<file path="config.mk">
export PLATFORM = sky130hd
export DESIGN_NAME = booth_r4_mac_seq
export DESIGN_NICKNAME = d
export VERILOG_FILES = /design/src/rtl/booth_mac_pkg.sv /design/src/rtl/booth_r4_digit_enc.sv /design/src/rtl/booth_r4_mac_seq.sv
export SDC_FILE = /design/constraint.sdc
export NUM_CORES = 1
export LEC_CHECK = 0
export CORE_MARGIN = 10
export CORE_UTILIZATION = 55
export DETAILED_ROUTE_END_ITERATION = 8
export MAX_ROUTING_LAYER = met4
export PLACE_DENSITY_LB_ADDON = 0.3
export SLEW_MARGIN = 10
export SYNTH_ARGS = -nofsm -noshare
export SYNTH_HDL_FRONTEND = slang
export SYNTH_SLANG_ARGS = --single-unit
</file>
<file path="constraint.sdc">
create_clock -name clk -period 16.2 [get_ports clk]
set_input_delay 1.62 -clock clk [delete_from_list [all_inputs] [get_ports clk]]
set_output_delay 1.62 -clock clk [all_outputs]
set_load 0.01 [all_outputs]
</file>
<file path="src/rtl/booth_mac_pkg.sv">
// Shared types and helpers for the sequential radix-4 Booth MAC.
// Holds the FSM state enum, the Booth digit enum and the digit-count function.
package booth_mac_pkg;

    typedef enum logic [1:0] {IDLE, CALC, ACC} state_t;

    typedef enum logic [2:0] {ZERO, POS1, POS2, NEG2, NEG1} booth_digit_t;

    // One extra digit covers the extension bits, so unsigned operands need no special case.
    function automatic int digitCount(input int opW);
        return opW / 2 + 1;
    endfunction

endpackage

</file>
<file path="src/rtl/booth_r4_digit_enc.sv">
// Radix-4 Booth recoder: maps one overlapping 3-bit multiplier group
// to a signed digit expressed as {neg, one, two}.
module booth_r4_digit_enc
    import booth_mac_pkg::*;
(
    input  logic [2:0] i_group,
    output logic       o_neg,
    output logic       o_one,
    output logic       o_two
);

    booth_digit_t w_digit;

    always_comb begin
        w_digit = ZERO;
        case (i_group)
            3'b001, 3'b010: w_digit = POS1;
            3'b011:         w_digit = POS2;
            3'b100:         w_digit = NEG2;
            3'b101, 3'b110: w_digit = NEG1;
            default:        w_digit = ZERO;
        endcase
    end

    assign o_neg = (w_digit == NEG1) || (w_digit == NEG2);
    assign o_one = (w_digit == POS1) || (w_digit == NEG1);
    assign o_two = (w_digit == POS2) || (w_digit == NEG2);

endmodule

</file>
<file path="src/rtl/booth_r4_mac_seq.sv">
// Sequential radix-4 Booth multiply-accumulate: one Booth digit per clock,
// signed/unsigned operands, wrapping accumulator with sticky overflow.
module booth_r4_mac_seq
    import booth_mac_pkg::*;
#(
    parameter int OP_W  = 8,
    parameter int ACC_W = 2 * OP_W + 4
) (
    input  logic                clk,
    input  logic                rst_n,
    input  logic                start,
    input  logic                signed_mode,
    input  logic                acc_clr,
    input  logic [OP_W-1:0]     a,
    input  logic [OP_W-1:0]     b,
    output logic                busy,
    output logic                done,
    output logic [2*OP_W-1:0]   product,
    output logic [ACC_W-1:0]    acc,
    output logic                ovf
);

    localparam int N  = digitCount(OP_W);
    localparam int SW = 2 * OP_W + 2;
    localparam int CW = $clog2(N + 1);

    state_t              r_state;
    state_t              w_nextState;
    logic [OP_W-1:0]     r_a;
    logic [OP_W+2:0]     r_bExt;
    logic                r_signed;
    logic                r_accClr;
    logic [SW-1:0]       r_sum;
    logic [CW-1:0]       r_cnt;
    logic                r_done;
    logic [2*OP_W-1:0]   r_product;
    logic [ACC_W-1:0]    r_acc;
    logic                r_ovf;

    logic [2:0]          w_group;
    logic                w_neg;
    logic                w_one;
    logic                w_two;
    logic [SW-1:0]       w_aExt;
    logic [SW-1:0]       w_mag;
    logic [SW-1:0]       w_term;
    logic [SW-1:0]       w_addend;
    logic [2*OP_W-1:0]   w_prod;
    logic [ACC_W-1:0]    w_ext;
    logic [ACC_W:0]      w_accSum;
    logic                w_signedOvf;
    logic [ACC_W-1:0]    w_accNext;
    logic                w_ovfNext;

    assign w_group = 3'(r_bExt >> {r_cnt, 1'b0});

    booth_r4_digit_enc u_enc (
        .i_group (w_group),
        .o_neg   (w_neg),
        .o_one   (w_one),
        .o_two   (w_two)
    );

    assign w_aExt   = r_signed ? SW'(signed'(r_a)) : SW'(r_a);
    assign w_mag    = w_two ? (w_aExt << 1) : (w_one ? w_aExt : '0);
    assign w_term   = w_neg ? (-w_mag) : w_mag;
    assign w_addend = w_term << {r_cnt, 1'b0};

    // Accumulate step: the carry out of the widened sum is the unsigned overflow flag.
    assign w_prod      = r_sum[2*OP_W-1:0];
    assign w_ext       = r_signed ? ACC_W'(signed'(w_prod)) : ACC_W'(w_prod);
    assign w_accSum    = {1'b0, r_acc} + {1'b0, w_ext};
    assign w_signedOvf = (r_acc[ACC_W-1] == w_ext[ACC_W-1]) &&
                         (w_accSum[ACC_W-1] != r_acc[ACC_W-1]);
    assign w_accNext   = r_accClr ? w_ext : w_accSum[ACC_W-1:0];
    assign w_ovfNext   = r_accClr ? 1'b0
                                  : (r_ovf | (r_signed ? w_signedOvf : w_accSum[ACC_W]));

    always_ff @(posedge clk or negedge rst_n) begin
        if (!rst_n) r_state <= IDLE;
        else        r_state <= w_nextState;
    end

    always_comb begin
        w_nextState = r_state;
        case (r_state)
            IDLE:    if (start) w_nextState = CALC;
            CALC:    if (r_cnt == CW'(N - 1)) w_nextState = ACC;
            ACC:     w_nextState = IDLE;
            default: w_nextState = IDLE;
        endcase
    end

    // Operands are captured only on an accepted start; later input changes are ignored.
    always_ff @(posedge clk or negedge rst_n) begin
        if (!rst_n) begin
            r_a       <= '0;
            r_bExt    <= '0;
            r_signed  <= 1'b0;
            r_accClr  <= 1'b0;
            r_sum     <= '0;
            r_cnt     <= '0;
            r_done    <= 1'b0;
            r_product <= '0;
            r_acc     <= '0;
            r_ovf     <= 1'b0;
        end else begin
            r_done <= 1'b0;
            case (r_state)
                IDLE: begin
                    if (start) begin
                        r_a      <= a;
                        r_bExt   <= {{2{signed_mode & b[OP_W-1]}}, b, 1'b0};
                        r_signed <= signed_mode;
                        r_accClr <= acc_clr;
                        r_sum    <= '0;
                        r_cnt    <= '0;
                    end
                end
                CALC: begin
                    r_sum <= r_sum + w_addend;
                    r_cnt <= r_cnt + CW'(1);
                end
                ACC: begin
                    r_product <= w_prod;
                    r_acc     <= w_accNext;
                    r_ovf     <= w_ovfNext;
                    r_done    <= 1'b1;
                end
                default: ;
            endcase
        end
    end

    assign busy    = (r_state != IDLE);
    assign done    = r_done;
    assign product = r_product;
    assign acc     = r_acc;
    assign ovf     = r_ovf;

endmodule

</file>
==> run_1/util_map.png <==
Bar = 50 microns. The die is cut into 13 by 13 equal tiles; dark blue is low, red is high, 0 to 100% covered.
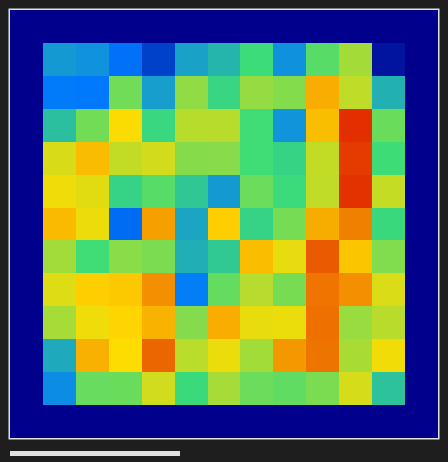
tiles over 75% full: 16%
fullest tile: 95%
nearly empty tiles: 28%
emptiest ninth of the die: upper left
mean over tiles: 43%

==> run_1/congestion_map.png <==
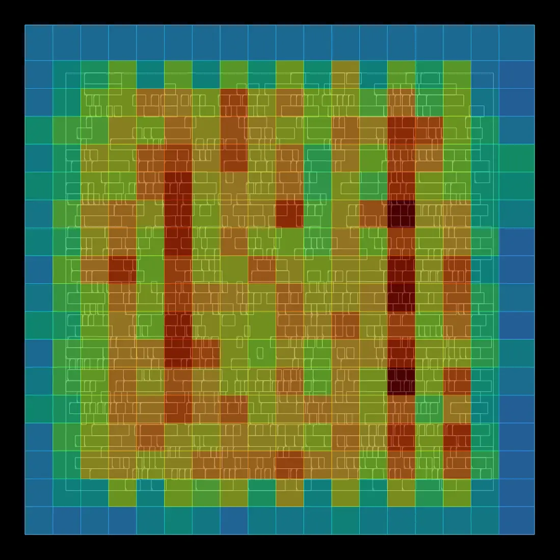
overall routing resource usage: 0.2015
gr busiest metal: met2

==> impl_metrics.json, run 1 <==
{
  "adder_share": 0.09539,
  "maxSlewViolCount": 0,
  "synth_nets": 840,
  "clock.fmax_mhz": 139.0,
  "hold_slack_ns": 0.4759,
  "status": "finished clean",
  "drive_gt1_frac": 0.06211,
  "edf_count": 0,
  "largest_cell_class": "combinational gates",
  "routed.top_layer": "met4",
  "synth.area.mux_share": 0.02526,
  "crit_path_max_fanout": 26,
  "fp-utilization": 0.5661,
  "period_used_share": 0.4441,
  "antenna_cells": 0,
  "worstPathArrival_ns": 7.37,
  "ant_nets": 0,
  "utilization": 0.6435,
  "coreArea_sq_mm": 0.01094,
  "dieHeight_microns": 126.1,
  "timing.final.crit_period_ns": 7.194,
  "vias": 5645,
  "n_sequential_cell": 78,
  "grt_pass1_wl_mm": 26.48,
  "seqCellArea_sq_mm": 0.001952,
  "drtIter0Drc": 446,
  "min_from": "product[5]$_DFFE_PN0P_",
  "synthCells": 773,
  "cap_violations": 0,
  "drcViolationCount": 0,
  "clk_share": 0.03912
}
==> run_1/sizing.png <==
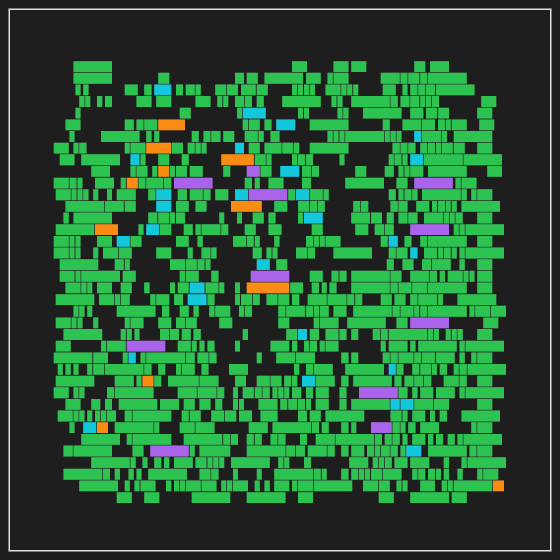
legend:
  orange:
    size: x3 and x4
    cells: 11
    share: 1.4%
    most_used: buf_4
  green:
    size: x1 and smaller
    cells: 755
    share: 94%
    most_used: nand2_1
  purple:
    size: x6 and larger
    cells: 11
    share: 1.4%
    most_used: clkbuf_16
  cyan:
    size: x2
    cells: 28
    share: 3.5%
    most_used: or2_2
nonclk buf count: 62
post-route setup slack: 9.006 ns

==> run_1/route_heat.png <==
Bar = 50 microns. The die is cut into 25 by 25 equal tiles; dark blue is low, red is high, scaled to the fullest tile. Values are wire area over tile area, all layers added.
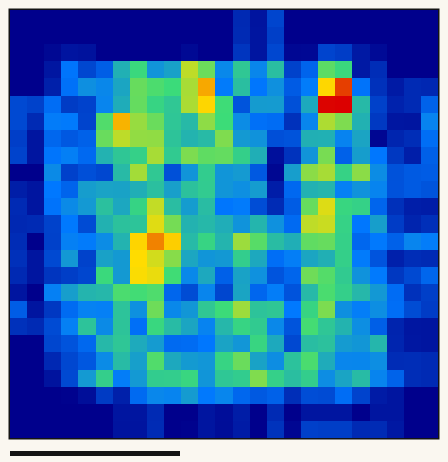

==> run 2: changes to the inputs <==
--- a/config.mk
+++ b/config.mk
@@ -6,7 +6,7 @@
 export NUM_CORES = 1
 export LEC_CHECK = 0
 export CORE_MARGIN = 10
-export CORE_UTILIZATION = 55
+export CORE_UTILIZATION = 53
 export DETAILED_ROUTE_END_ITERATION = 8
 export MAX_ROUTING_LAYER = met4
 export PLACE_DENSITY_LB_ADDON = 0.3
==> constraint.sdc (replaced) <==
create_clock -name clk -period 6 [get_ports clk]
set_input_delay 0.6 -clock clk [delete_from_list [all_inputs] [get_ports clk]]
set_output_delay 0.6 -clock clk [all_outputs]
set_load 0.01 [all_outputs]
==> run_2/route_heat.png <==
Bar = 50 microns. The die is cut into 26 by 26 equal tiles; dark blue is low, red is high, scaled to the fullest tile. Values are wire area over tile area, all layers added.
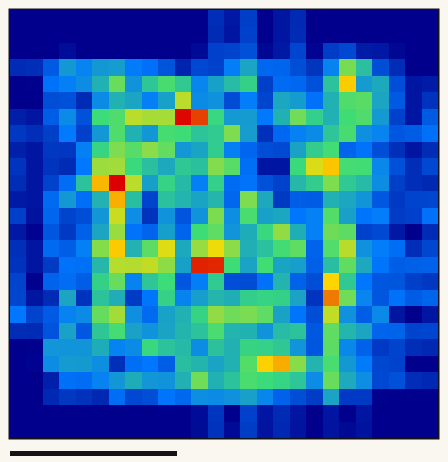
mean over tiles: 0.16
densest ninth of the die: center
tiles over half the peak: 14%

==> run 2 against run 1 <==
  * Area after synthesis is the same
  * Via count up 2.6%
  * Cell area up 2.7%
  * Non-clock buffer count rose by 21
  * Routed wire length is 6.1% higher
  * Clock skew decreased by 0.00094 ns
  * Worst hold slack got worse by 0.087 ns
  * Flip-flop count is the same
  * Highest routed layer unchanged
==> impl_metrics.json, run 2 <==
{
  "status": "finished clean",
  "n_sequential_cell": 78,
  "maxSlewViolCount": 0,
  "die-width_microns": 128.1,
  "clock.fmax_mhz": 178.8,
  "clk_share": 0.03721,
  "edf_count": 0,
  "largest_cell_class": "combinational gates",
  "top_usage_layer": "met2",
  "warning_count": 32,
  "drcViolationCount": 0,
  "seqCellArea_sq_mm": 0.001954,
  "hold_slack_ns": 0.3885,
  "synthCells": 773,
  "fin_ws_ns": 0.4067,
  "ant_nets": 0,
  "adder_share": 0.09539,
  "critPathKind": "reg -> reg",
  "n_all_buffers": 83,
  "crit_path_max_fanout": 15,
  "coreArea_sq_mm": 0.01142,
  "vias": 5794,
  "utilization": 0.6331,
  "r2r_setup_slack_ns": 0.41,
  "antenna_cells": 0,
  "drive_gt1_frac": 0.09564,
  "dpl.hpwl_mm": 12.69,
  "synth.area.mux_share": 0.02526,
  "worstPathArrival_ns": 5.82,
  "grt_pass1_wl_mm": 27.86
}
==> run_2/sizing.png <==
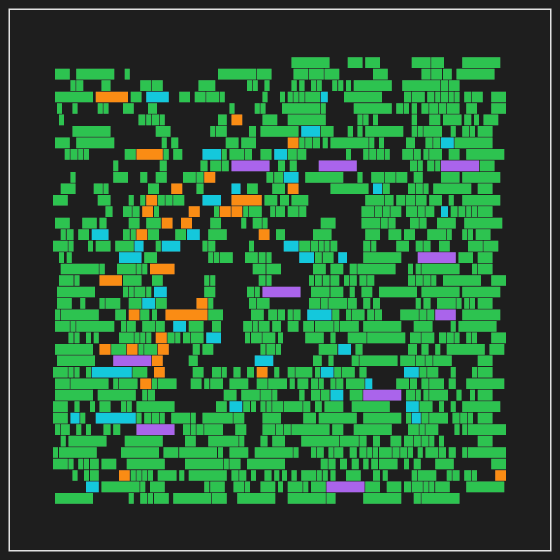
Layout area overhead: 16.77%
design area: 0.007229 sq mm

